**Run 1: gate families picked out**

Bar = 20 microns.
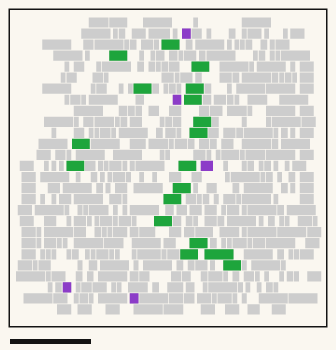
**Run 1: sequential cells coloured by netlist name**

Bar = 20 microns.
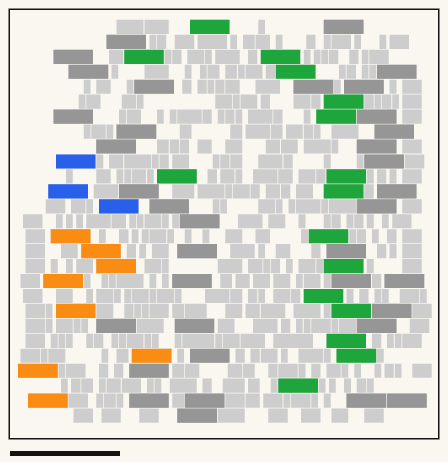
**Run 1: zoomed window**

Bar = 5 microns. Region (29, 45) to (49, 65) microns. Cells in grey, sequential cells in the stronger grey; small squares are vias.
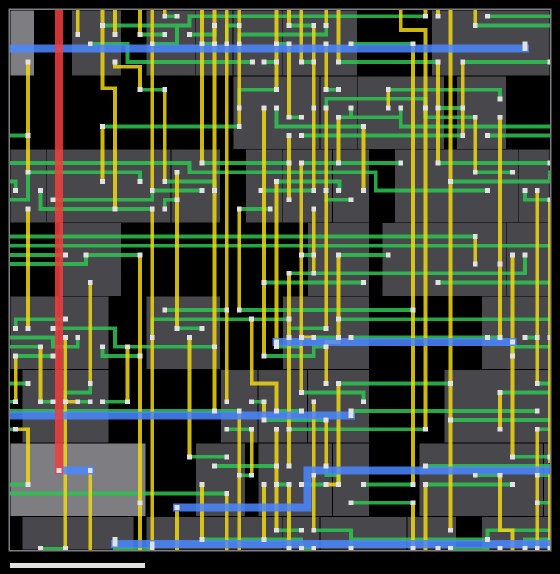
**Run 1: wiring by layer**

Bar = 20 microns.
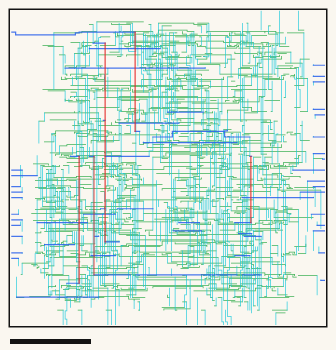
[config.mk]
export PLATFORM = sky130hd
export DESIGN_NAME = int_multiplier
export DESIGN_NICKNAME = d
export VERILOG_FILES = /design/src/rtl/int_multiplier.sv
export SDC_FILE = /design/constraint.sdc
export NUM_CORES = 1
export LEC_CHECK = 0
export CORE_MARGIN = 1
export CORE_UTILIZATION = 55
export CTS_CLUSTER_DIAMETER = 120
export DETAILED_ROUTE_END_ITERATION = 6
export GPL_TIMING_DRIVEN = 0
export HOLD_SLACK_MARGIN = 0.03
export PLACE_DENSITY_LB_ADDON = 0.3
export SLEW_MARGIN = 20
export SYNTH_ARGS = -nofsm -noshare
export SYNTH_HDL_FRONTEND = slang
export SYNTH_SLANG_ARGS = --single-unit
[constraint.sdc]
create_clock -name clk -period 6.3 [get_ports clk]
set_input_delay 1.26 -clock clk [delete_from_list [all_inputs] [get_ports clk]]
set_output_delay 1.26 -clock clk [all_outputs]
set_load 0.01 [all_outputs]
[src/rtl/int_multiplier.sv]
// Sequential unsigned shift-add multiply-accumulate: product = multiplicand * multiplier + addend.
// Each RUN cycle retires one multiplier bit, so latency is fixed regardless of operand values.
module int_multiplier #(
  parameter int WIDTH = 8
) (
  input  logic               clk,
  input  logic               rst,
  input  logic               start,
  input  logic [WIDTH-1:0]   multiplicand,
  input  logic [WIDTH-1:0]   multiplier,
  input  logic [WIDTH-1:0]   addend,
  output logic               busy,
  output logic               done,
  output logic [2*WIDTH-1:0] product
);

  localparam int PW = 2 * WIDTH;
  localparam int CW = (WIDTH > 1) ? $clog2(WIDTH) : 1;
  localparam logic [CW-1:0] CNT_LAST = CW'(WIDTH - 1);

  typedef enum logic [1:0] {
    S_IDLE = 2'd0,
    S_RUN  = 2'd1,
    S_DONE = 2'd2
  } state_t;

  state_t          state, state_nxt;
  logic [PW-1:0]    a_sh;
  logic [WIDTH-1:0] b_sh;
  logic [PW-1:0]    acc;
  logic [CW-1:0]    cnt;
  logic             cnt_last;
  logic             busy_nxt, done_nxt, load_product;

  assign cnt_last = (cnt == CNT_LAST);

  always_ff @(posedge clk) begin
    if (rst) state <= S_IDLE;
    else     state <= state_nxt;
  end

  always_comb begin
    state_nxt = state;
    case (state)
      S_IDLE:  if (start) state_nxt = S_RUN;
      S_RUN:   if (cnt_last) state_nxt = S_DONE;
      S_DONE:  state_nxt = S_IDLE;
      default: state_nxt = S_IDLE;
    endcase
  end

  // Flags are registered from the current state, so they trail the FSM by one cycle.
  always_comb begin
    busy_nxt     = 1'b0;
    done_nxt     = 1'b0;
    load_product = 1'b0;
    case (state)
      S_RUN:  busy_nxt = 1'b1;
      S_DONE: begin
        done_nxt     = 1'b1;
        load_product = 1'b1;
      end
      default: ;
    endcase
  end

  always_ff @(posedge clk) begin
    if (rst) begin
      a_sh <= '0;
      b_sh <= '0;
      acc  <= '0;
      cnt  <= '0;
    end else begin
      case (state)
        S_IDLE: if (start) begin
          a_sh <= {{WIDTH{1'b0}}, multiplicand};
          b_sh <= multiplier;
          acc  <= {{WIDTH{1'b0}}, addend};
          cnt  <= '0;
        end
        S_RUN: begin
          if (b_sh[0]) acc <= acc + a_sh;
          a_sh <= a_sh << 1;
          b_sh <= b_sh >> 1;
          cnt  <= cnt + CW'(1);
        end
        default: ;
      endcase
    end
  end

  always_ff @(posedge clk) begin
    if (rst) begin
      busy    <= 1'b0;
      done    <= 1'b0;
      product <= '0;
    end else begin
      busy <= busy_nxt;
      done <= done_nxt;
      if (load_product) product <= acc;
    end
  end

endmodule

==> impl_metrics.tcl, run 1 <==
# place-and-route summary
set metrics [dict create \
    outcome "complete, no violations" \
    post_cts_hold_buffer_count 0 \
    min_to "product[7]" \
    timing.max_slew.rel_slack 0.582 \
    first_pass_grt_wire_length_microns 12400 \
    use_met3 0.0529 \
    post_cts.resized_instances 0 \
    layout.clock_buffers 15 \
    grt_busiest_layer "met2" \
    post_synth_instance_area_sq_um 3170 \
    grt_max_degree 11 \
    cts_sinks 63 \
    ant_nets 0 \
    post_synth_most_frequent_cells "sky130_fd_sc_hd__nand2_1, sky130_fd_sc_hd__dfxtp_1, sky130_fd_sc_hd__nor2_1" \
    log.warning_count 26 \
    sequentialPowerShare 0.510 \
    top_cell_area_share 0.398 \
    pg_clk_uw 284 \
    cts_tree "built" \
    dp.final_hpwl_microns 5550 \
    finalCriticalPeriod_ps 2640 \
    rsz0062_at_grt "no" \
    yosys_area_sq_um 3170 \
    synth_cell_types 53 \
    hold_path_startpoint "product[7]" \
    place.gp.congestion 0.916 \
    die_h_microns 77.9 \
    critical_path_required_ps 6530 \
    grt_use_met2 0.422 \
    netlist.top_cell.by_instances "sky130_fd_sc_hd__nand2_1" \
    power.share.clock 0.337 \
    wirelength_met1_microns 3360 \
    placed_cell_area_sq_um 3690 \
    num-nonclk-buffers 67 \
    floorplan.tapcells 72 \
    grt_pass1_vias 2748 \
    antenna_found_initial 0 \
    fin_hold_ws_ps 453 \
    synth.comb.largest_family "AND-OR/OR-AND gates" \
    regToRegSetupSlack_ps 4110 \
    area_growth_syn_to_layout_pct 21.2 \
    crit_startpoint "start" \
    cp_max_fo 10 \
    leakagePower_uw 0.00147 \
    timing.final.hold_violations 0 \
    synth_simple_gate_area_share 0.224 \
    worst-path-stages 6 \
    setup.worst_path.class "primary input to register" \
    ff2ff_path_depth 8 \
    synth_area_leader_cell "sky130_fd_sc_hd__dfxtp_1" \
    placeableCoreArea_sq_um 5540 \
    p_switching_uw 227 \
    floorplan.initialDensity 0.572 \
    highest-signal-layer "met4" \
    postSynthRegisterBits 63 \
    post-cts-setup-buffer-count 0 \
    sequential_cell_total 63 \
    drive_gt1_frac 0.0878 \
    clockNetworkAreaShare 0.0394 \
    enable_flop_cells 0 \
    power_density_nw_per_um2 219 \
    post_synth_mux_area_share 0.00632 \
    cts-htree-levels 3 \
    comb_gates 294 \
    fp_nets 430 \
    cts_root_buffer "sky130_fd_sc_hd__clkbuf_8" \
    comb_area_sq_um 1760 \
    post_synth_fa_ha_maj_area_fraction 0.0735 \
    detailroute.wirelength.met3_microns 408 \
    capture_point_of_the_worst_reg_to_reg_path "acc[6]" \
    hold_depth 2 \
    timing.final.setup_violations 0 \
    die_area_sq_um 6070 \
    antenna-diode-count 0 \
    critical_path.endpoint "a_sh[3]" \
    width_of_the_die_microns 77.9 \
    tns_ps 0 \
    synth.cellmix.compoundShare 0.228 \
    layout.cell_area.non_filler_sq_um 3840 \
    preCtsSetupSlack_ps 3450 \
    fillers 470 \
    inverters_excl_clock 4 \
    worst_slew_pin_slew_ps 625 \
    cap_viol_max_count 0 \
    clock_skew_ps 4.52 \
    min-delay-path-class "register to register" \
    final_critical_path_setup_slack_ps 3660 \
    final-max-slew-violation-count 0 \
    cpLargestDelayFamily "buffers and inverters" \
    layout_worst_path_cycle_share 0.419 \
    largestRegisters "a_sh x16, acc x16, product x16" \
    worst_setup_start_kind "primary input" \
    detail_route.iter0.violations 165 \
    synthesis.instances 385 \
    power_switching_share 0.269 \
    peakVddDrop_uv 127 \
    top_cells_by_area "sky130_fd_sc_hd__dfxtp_1, sky130_fd_sc_hd__nand2_1, sky130_fd_sc_hd__ha_1" \
    port_buffers 43 \
    cts.clk_slew.worst_paths_ps 60 \
    layout_buffering_overhead_excluding_clock_cells 0.145 \
    synth_area_per_cell_sq_um 8.23 \
    synth_warnings 0 \
]
About 'gate families picked out':
- adder and majority cells: green (cells 18; most used ha_1)
- AND and OR gates: purple (cells 5; most used and2_1)
most frequent standard cell in the layout excluding fill and tap cells: sky130_fd_sc_hd__nand2_1
post-route non-filler standard cell count: 516

About 'sequential cells coloured by netlist name':
- b_sh: orange (placed flops 8)
- acc: green (placed flops 16)
- cnt: blue (placed flops 3)
- not coloured: 36
reported sequential group power: 429 uW
proportion of cell area occupied by registers: 0.329
Flop area: 1260 sq um
final core utilization: 0.693

About 'zoomed window':
- met3: blue
- met4: red
- met1: green
- met2: yellow
- most frequent: ha_1 (6), nor2_1 (5), o21ai_1 (4)
- cells with their middle in the window: 37
- netlist names of flops here include: acc (1)
- sequential cells in the window: 1

About 'wiring by layer':
- met2: cyan (wire length 3410 microns)
- met3: blue (wire length 409 microns)
- met1: green (wire length 3360 microns)
- met4: red (wire length 150 microns)
total wire length after detailed routing: 7330 microns
combined global-route utilization of all metal layers: 0.264
total number of vias: 2889
average wire per standard cell: 14.2 microns

## Run 2: what changed since run 1
--- a/config.mk
+++ b/config.mk
@@ -6,7 +6,7 @@
 export NUM_CORES = 1
 export LEC_CHECK = 0
 export CORE_MARGIN = 1
-export CORE_UTILIZATION = 55
+export CORE_UTILIZATION = 49
 export CTS_CLUSTER_DIAMETER = 120
 export DETAILED_ROUTE_END_ITERATION = 6
 export GPL_TIMING_DRIVEN = 0
==> constraint.sdc (replaced) <==
create_clock -name clk -period 2.3 [get_ports clk]
set_input_delay 0.46 -clock clk [delete_from_list [all_inputs] [get_ports clk]]
set_output_delay 0.46 -clock clk [all_outputs]
set_load 0.01 [all_outputs]
**Run 2: zoomed window**

Bar = 5 microns. Region (31, 48) to (51, 68) microns. Cells in grey, sequential cells in the stronger grey; small squares are vias.
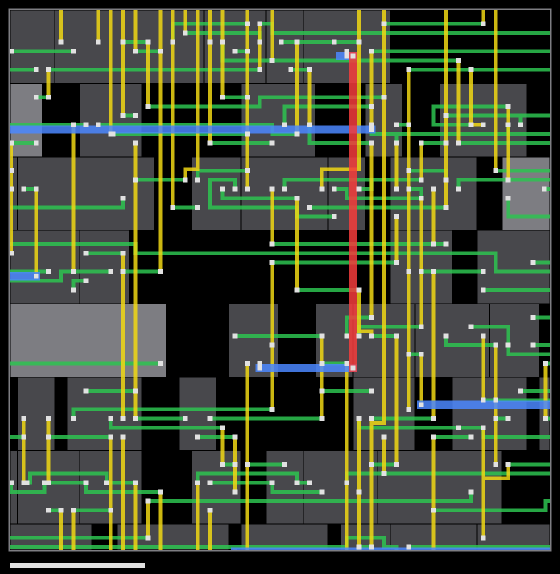

**Run 2: sequential cells coloured by netlist name**

Bar = 20 microns.
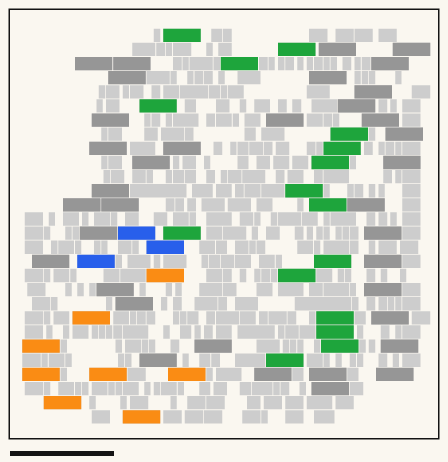
final core utilization: 0.646
proportion of cell area occupied by registers: 0.322
reported sequential group power: 1180 uW

==> run 2 against run 1 <==
Against the previous run: via count fell by 2.5%; critical path depth rose by 2; power rose to 3.1 times the previous value; routed wire length fell by 2.9%; largest cell class unchanged.
==> impl_metrics.tcl, run 2 <==
# place-and-route summary
set metrics [dict create \
    floorplan.initialDensity 0.523 \
    layout.cell_area.non_filler_sq_um 3920 \
    totalWireLength_microns 7110 \
    preCtsSetupSlack_ps 136 \
    antenna-diode-count 0 \
    drt-wirelength-per-cell_microns 13.7 \
    first_pass_grt_wire_length_microns 11800 \
    timing.final.hold_violations 0 \
    dp.final_hpwl_microns 5290 \
    final_critical_path_setup_slack_ps 121 \
    post_synth_mux_area_share 0.00632 \
    cts_sinks 63 \
    capture_point_of_the_worst_reg_to_reg_path "acc[10]" \
    largestRegisters "a_sh x16, acc x16, product x16" \
    cp_max_fo 4 \
    placeableCoreArea_sq_um 6060 \
    synth_warnings 0 \
    num-nonclk-buffers 67 \
    top_cells_by_area "sky130_fd_sc_hd__dfxtp_1, sky130_fd_sc_hd__nand2_1, sky130_fd_sc_hd__ha_1" \
    outcome "complete, no violations" \
    post-cts-setup-buffer-count 0 \
    rsz0062_at_grt "no" \
    sequentialPowerShare 0.453 \
    post_cts.resized_instances 0 \
    cts_tree "built" \
    worst_slew_pin_slew_ps 571 \
    highest-signal-layer "met4" \
    finalCriticalPeriod_ps 2180 \
    critical_path_required_ps 2520 \
    cpLargestDelayFamily "AND-OR/OR-AND gates" \
    synth.comb.largest_family "AND-OR/OR-AND gates" \
    top_cell_area_share 0.398 \
    detailroute.wirelength.met3_microns 380 \
    layout.clock_buffers 13 \
    die_h_microns 82.4 \
    width_of_the_die_microns 82.4 \
    floorplan.tapcells 75 \
    grt_use_total 0.233 \
    power_density_nw_per_um2 664 \
    enable_flop_cells 0 \
    crit_startpoint "a_sh[0]" \
    worst-path-stages 8 \
    yosys_area_sq_um 3170 \
    p_switching_uw 639 \
    grt_max_degree 11 \
    synthesis.instances 385 \
    cts_root_buffer "sky130_fd_sc_hd__clkbuf_8" \
    area_growth_syn_to_layout_pct 23.6 \
    layout_buffering_overhead_excluding_clock_cells 0.142 \
    seq_area_sq_um 1260 \
    ff2ff_path_depth 8 \
    min-delay-path-class "register to register" \
    placed_cell_area_sq_um 3690 \
    port_buffers 43 \
    antenna_found_initial 0 \
    die_area_sq_um 6790 \
    timing.max_slew.rel_slack 0.619 \
    leakagePower_uw 0.00151 \
    peakVddDrop_uv 376 \
    netlist.top_cell.by_instances "sky130_fd_sc_hd__nand2_1" \
    synth_simple_gate_area_share 0.224 \
    fillers 529 \
    final_layout_top_logic_cell "sky130_fd_sc_hd__nand2_1" \
    synth_cell_types 53 \
]
**Run 2: gate families picked out**

Bar = 20 microns.
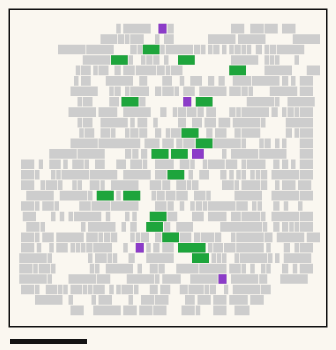
- AND and OR gates: purple (cells 5; most used and2_1)
- adder and majority cells: green (cells 18; most used ha_1)
multi-input gate share of total cell area: 0.451
post-route non-filler standard cell count: 519

Power figures rest on the tool's default switching activity, not on a simulated workload.
